Figure 1. Routing congestion.
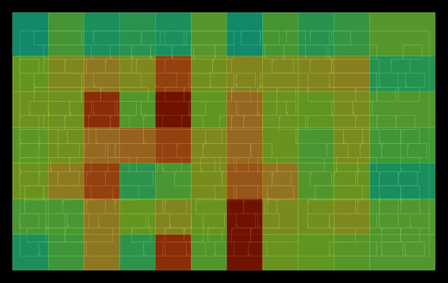
Figure 2. Routed metal, one color a layer.
Scale: 6 px per um.
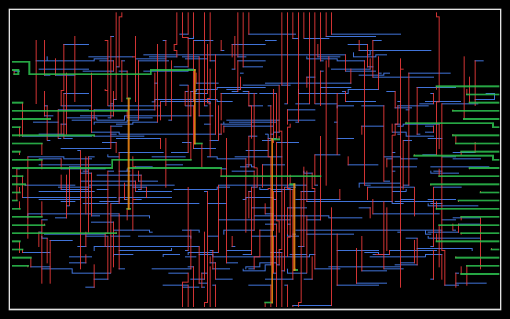
===== src/rtl/datamem_pkg.sv =====
// Shared types and default widths for the datamem arbiter slice.
package datamem_pkg;

    localparam int unsigned DATAMEM_ADDR_W = 8;
    localparam int unsigned DATAMEM_DATA_W = 8;

    typedef enum logic [1:0] {
        IDLE,
        ACCESS,
        RESP
    } arb_state_t;

    typedef enum logic {
        REQ_A,
        REQ_B
    } req_id_t;

endpackage


===== src/rtl/datamem_rr_pick.sv =====
// Combinational two-way round-robin picker: on a tie the port not granted last wins.
module datamem_rr_pick
    import datamem_pkg::*;
(
    input  logic    req_a,
    input  logic    req_b,
    input  req_id_t last_grant,
    output logic    grant_valid,
    output req_id_t grant_id
);

    always_comb begin
        grant_valid = req_a | req_b;
        grant_id    = REQ_A;
        if (req_a && req_b) begin
            grant_id = (last_grant == REQ_A) ? REQ_B : REQ_A;
        end else if (req_b) begin
            grant_id = REQ_B;
        end
    end

endmodule


===== src/rtl/datamem_arbiter.sv =====
// Shares the single-port datamem between port A (core) and port B (loader/debug);
// one access per grant, IDLE -> ACCESS -> RESP.
module datamem_arbiter
    import datamem_pkg::*;
#(
    parameter int unsigned ADDR_W = DATAMEM_ADDR_W,
    parameter int unsigned DATA_W = DATAMEM_DATA_W
) (
    input  logic              clock,
    input  logic              reset_n,
    input  logic              a_req,
    input  logic              a_we,
    input  logic [ADDR_W-1:0] a_addr,
    input  logic [DATA_W-1:0] a_wdata,
    output logic              a_ack,
    output logic [DATA_W-1:0] a_rdata,
    input  logic              b_req,
    input  logic              b_we,
    input  logic [ADDR_W-1:0] b_addr,
    input  logic [DATA_W-1:0] b_wdata,
    output logic              b_ack,
    output logic [DATA_W-1:0] b_rdata,
    output logic              mem_we,
    output logic [ADDR_W-1:0] mem_addr,
    output logic [DATA_W-1:0] mem_wdata,
    input  logic [DATA_W-1:0] mem_rdata,
    output logic              busy
);

    arb_state_t        r_state;
    arb_state_t        w_state_next;
    req_id_t           r_last_grant;
    req_id_t           r_id;
    logic              r_we;
    logic [ADDR_W-1:0] r_addr;
    logic [DATA_W-1:0] r_wdata;
    logic [DATA_W-1:0] r_a_rdata;
    logic [DATA_W-1:0] r_b_rdata;

    logic              w_grant_valid;
    req_id_t           w_grant_id;
    logic              w_grant;
    logic              w_rd_done;

    datamem_rr_pick u_pick (
        .req_a       (a_req),
        .req_b       (b_req),
        .last_grant  (r_last_grant),
        .grant_valid (w_grant_valid),
        .grant_id    (w_grant_id)
    );

    // Requests are only looked at in IDLE, so a held req cannot be served twice.
    assign w_grant   = (r_state == IDLE) && w_grant_valid;
    assign w_rd_done = (r_state == ACCESS) && !r_we;

    always_comb begin
        w_state_next = r_state;
        unique case (r_state)
            IDLE:    if (w_grant_valid) w_state_next = ACCESS;
            ACCESS:  w_state_next = RESP;
            RESP:    w_state_next = IDLE;
            default: w_state_next = IDLE;
        endcase
    end

    always_ff @(posedge clock or negedge reset_n) begin
        if (!reset_n) begin
            r_state <= IDLE;
        end else begin
            r_state <= w_state_next;
        end
    end

    always_ff @(posedge clock or negedge reset_n) begin
        if (!reset_n) begin
            r_last_grant <= REQ_B;
            r_id         <= REQ_A;
            r_we         <= 1'b0;
            r_addr       <= '0;
            r_wdata      <= '0;
        end else if (w_grant) begin
            r_last_grant <= w_grant_id;
            r_id         <= w_grant_id;
            if (w_grant_id == REQ_A) begin
                r_we    <= a_we;
                r_addr  <= a_addr;
                r_wdata <= a_wdata;
            end else begin
                r_we    <= b_we;
                r_addr  <= b_addr;
                r_wdata <= b_wdata;
            end
        end
    end

    always_ff @(posedge clock or negedge reset_n) begin
        if (!reset_n) begin
            r_a_rdata <= '0;
            r_b_rdata <= '0;
        end else if (w_rd_done) begin
            if (r_id == REQ_A) begin
                r_a_rdata <= mem_rdata;
            end else begin
                r_b_rdata <= mem_rdata;
            end
        end
    end

    // Decoded from state so an async reset drops mem_we before the next edge.
    assign mem_we    = (r_state == ACCESS) && r_we;
    assign mem_addr  = r_addr;
    assign mem_wdata = r_wdata;
    assign a_ack     = (r_state == RESP) && (r_id == REQ_A);
    assign b_ack     = (r_state == RESP) && (r_id == REQ_B);
    assign a_rdata   = r_a_rdata;
    assign b_rdata   = r_b_rdata;
    assign busy      = (r_state != IDLE);

endmodule

===== config.mk =====
export PLATFORM = sky130hd
export DESIGN_NAME = datamem_arbiter
export DESIGN_NICKNAME = d
export VERILOG_FILES = /design/src/rtl/datamem_pkg.sv /design/src/rtl/datamem_rr_pick.sv /design/src/rtl/datamem_arbiter.sv
export SDC_FILE = /design/constraint.sdc
export NUM_CORES = 1
export LEC_CHECK = 0
export CORE_ASPECT_RATIO = 0.6
export CORE_UTILIZATION = 43
export CTS_CLUSTER_DIAMETER = 30
export DETAILED_ROUTE_END_ITERATION = 7
export PLACE_DENSITY = 0.82
export RECOVER_POWER = 100
export SYNTH_ARGS = -nofsm -noshare
export SYNTH_HDL_FRONTEND = slang
export SYNTH_HIERARCHICAL = 1
export SYNTH_SLANG_ARGS = --single-unit

===== constraint.sdc =====
create_clock -name clock -period 4.2 [get_ports clock]
set_clock_uncertainty 0.15 [all_clocks]
set_input_delay 0.84 -clock clock [delete_from_list [all_inputs] [get_ports clock]]
set_output_delay 0.84 -clock clock [all_outputs]
set_load 0.02 [all_outputs]

==> datasheet_impl.txt <==
Physical implementation characteristics

Parameter                              Value

Status
  Run status .................. finished, violations left
  Violations in the final reports .................. max-capacitance violations, max-slew violations

Critical path
  Kind of critical path .................. input port to register
  Required time of the critical path .................. 4.21 ns
  CP startpoint kind .................. input port
  FF-to-FF path depth .................. 2

Yosys
  Yosys cell count .................. ~100
  Area of the synthesized netlist per yosys stat .................. approximately 1600 um2
  Number of enable-type register cells in the synthesized netlist .................. 0
  Ys Warns .................. 6
  Cell type contributing the most total cell area after synthesis .................. sky130_fd_sc_hd__dfrtp_1
  Comb area leader .................. multiplexers
  Post-Syn Area per Cell .................. approximately 16 um2
  Adder and majority cell fraction of the synthesized area .................. 0%
  Portion of netlist area occupied by mux cells .................. 35.8%
  Cell types with the highest counts after synthesis .................. sky130_fd_sc_hd__mux2_2 (52), sky130_fd_sc_hd__dfrtp_1 (36), sky130_fd_sc_hd__buf_2 (4), sky130_fd_sc_hd__nor3b_1 (2)
  Area fraction in xor and xnor cells .................. 0%
  Post-synth top area share .................. 55.0%
  Async SR Flop Fraction .................. 100%
  Sequential element share of the synthesized area .................. between 50% and 60%
  Most frequent cell after synthesis .................. sky130_fd_sc_hd__mux2_2
  Post-synthesis instance area .................. ~1600 um2
  Net count after synthesis .................. 150
  Post-synthesis cell type count .................. 14
  Synth area leaders .................. sky130_fd_sc_hd__dfrtp_1 (55%), sky130_fd_sc_hd__mux2_2 (36%), sky130_fd_sc_hd__dfstp_2 (1.6%), sky130_fd_sc_hd__nor4b_4 (1.5%), sky130_fd_sc_hd__buf_2 (1.2%)

Power
  Worst vdd ir .................. 0.000406 V
  Int Power .................. 1.14 mW
  Switching power .................. approximately 650 uW
  Standby leakage power .................. 1.06 nW
  Sequential share of power .................. 36.0%
  Total power per unit cell area .................. 703 nW/um2
  Clock net power .................. 230 uW
  Combinational group share of total power .................. about half
  Total power after layout .................. 1.79 mW
  Clock network fraction of design power .................. roughly an eighth
  Highest-power group .................. combinational cells

Clocking
  Clock buffer count from CTS .................. 5
  Number of buffers added for setup after CTS .................. 0
  Clock transition at the registers of the reported paths .................. approximately 0.07 ns
  Resized Gates After CTS .................. 0
  Hold buffer count at cts .................. 0
  TritonCTS clock tree .................. yes
  Insertion delay at the late pin of the worst-skew pair .................. 0.28 ns
  Clk root buf .................. sky130_fd_sc_hd__clkbuf_8

Timing
  Timing-limited maximum frequency .................. 317 MHz
  Fin crit period .................. between 3 and 4 ns
  Worst-case hold slack .................. around 0.35 ns
  Final number of hold-violating endpoints .................. 0
  Final worst slack .................. 1.05 ns
  RSZ-0062 raised after global routing .................. no
  Setup violation total in the final timing report .................. 0
  Setup TNS after final layout .................. 0 ns
  Final Cycle Share .................. 75.1%
  Fin. max-slew vios .................. 47

Placed design
  Instance area at placement .................. 2490 um2
  Tally of buffers added on design ports .................. 81
  Number of placed instances, taps included .................. 226

Final layout
  Number of standard cells in the layout, taps in and fillers out .................. 234
  Layout net count .................. 234
  Antenna Diode Count .................. 0
  Count of fill cells added during filler insertion .................. about 220

GRT
  Wire length of the first global-routing pass .................. 5.58 mm
  Vias in the first global route .................. 1175
  Final global-route overflow total .................. 0
  Antenna violations before repair .................. 0

Floorplan
  Die outline area .................. ~4100 um2
  Die x size .................. 81.6 um
  Row count .................. 16
  Core Area .................. 3440 um2
  Vertical die size .................. roughly 50 um
  Starting density of the core .................. a little under half

Drt
  Via count .................. 1133
  Number of routed nets with antenna violations .................. 0
  Aggregate routed wire length .................. 3.62 mm
  DRC violation total after the first TritonRoute iteration .................. 14

Flow run
  Count of maximum capacitance violations .................. 2

Min path
  Worst min-delay path endpoint .................. a_rdata[2]
  WHS Path Cells .................. 1
  Start point of the worst hold path .................. a_rdata[2]
Back to the opening pictures, Figure 1:
routed wire length per instance: 15.5 um
final core area utilization: 74.0%

Back to the opening pictures, Figure 2:
color	layer	wire length
green	metal 3	382 um
orange	metal 4	72.1 um
blue	metal 1	1530 um
red	metal 2	1640 um

placed cells by master (no fill, tap or decap), drive strengths merged:
cell | Yosys | final
and2 | 1 | 1
dfstp | 1 | 1
clkbuf | 0 | 7
or2 | 2 | 2
nor3b | 2 | 2
dlygate4sd3 | 0 | 37
dfrtp | 36 | 36
and4bb | 1 | 1
buf | 5 | 1
and2b | 1 | 1
clkinv | 0 | 2
nor4b | 1 | 1
mux2 | 52 | 52
clkdlybuf4s50 | 0 | 43
a21boi | 1 | 1
and3b | 1 | 1
final cells by class:
class,instances,area (um2),share of cell area (%)
sequential,37,927,36.4
timing repair buffer,82,812,31.9
multi-input combinational,62,671,26.3
clock buffer,6,72.6,2.85
tap,45,56.3,2.21
clock inverter,2,10.0,0.393
worst max-delay path, stage by stage:
cell                            delay (ns)
sky130_fd_sc_hd__dlygate4sd3_1        0.57
sky130_fd_sc_hd__or2_1                0.12
sky130_fd_sc_hd__nor3b_1              0.90
sky130_fd_sc_hd__buf_4                0.36
sky130_fd_sc_hd__mux2_2               0.36
worst max-delay path by stage:
stage / endpoint / slack, ns / start / cells after the start
floorplan: mem_addr[0] / 1.99 / b_req / 5
global placement: mem_wdata[0] / 1.20 / b_req / 4
detailed placement: mem_addr[3] / 1.10 / b_req / 4
CTS: mem_addr[3] / 1.40 / b_req / 4
global route: mem_addr[5] / 0.82 / a_req / 5
finish: mem_addr[7] / 1.05 / a_req / 5
per-layer routing:
layer	GRT usage (%)	vias up	wire length, um
met5	0	-	0
met1	22.6	527	1530
met2	31.3	56	1640
li1	-	541	-
met4	8.19	0	72
met3	7.22	9	381
flip-flops by register name (all words and copies together) (netlist names):
signal        count
r_id              1
r_we              1
mem_wdata         8
r_state           2
b_rdata           8
mem_addr          8
a_rdata           8
r_last_grant      1
Power figures rest on the tool's default switching activity, not on a simulated workload.
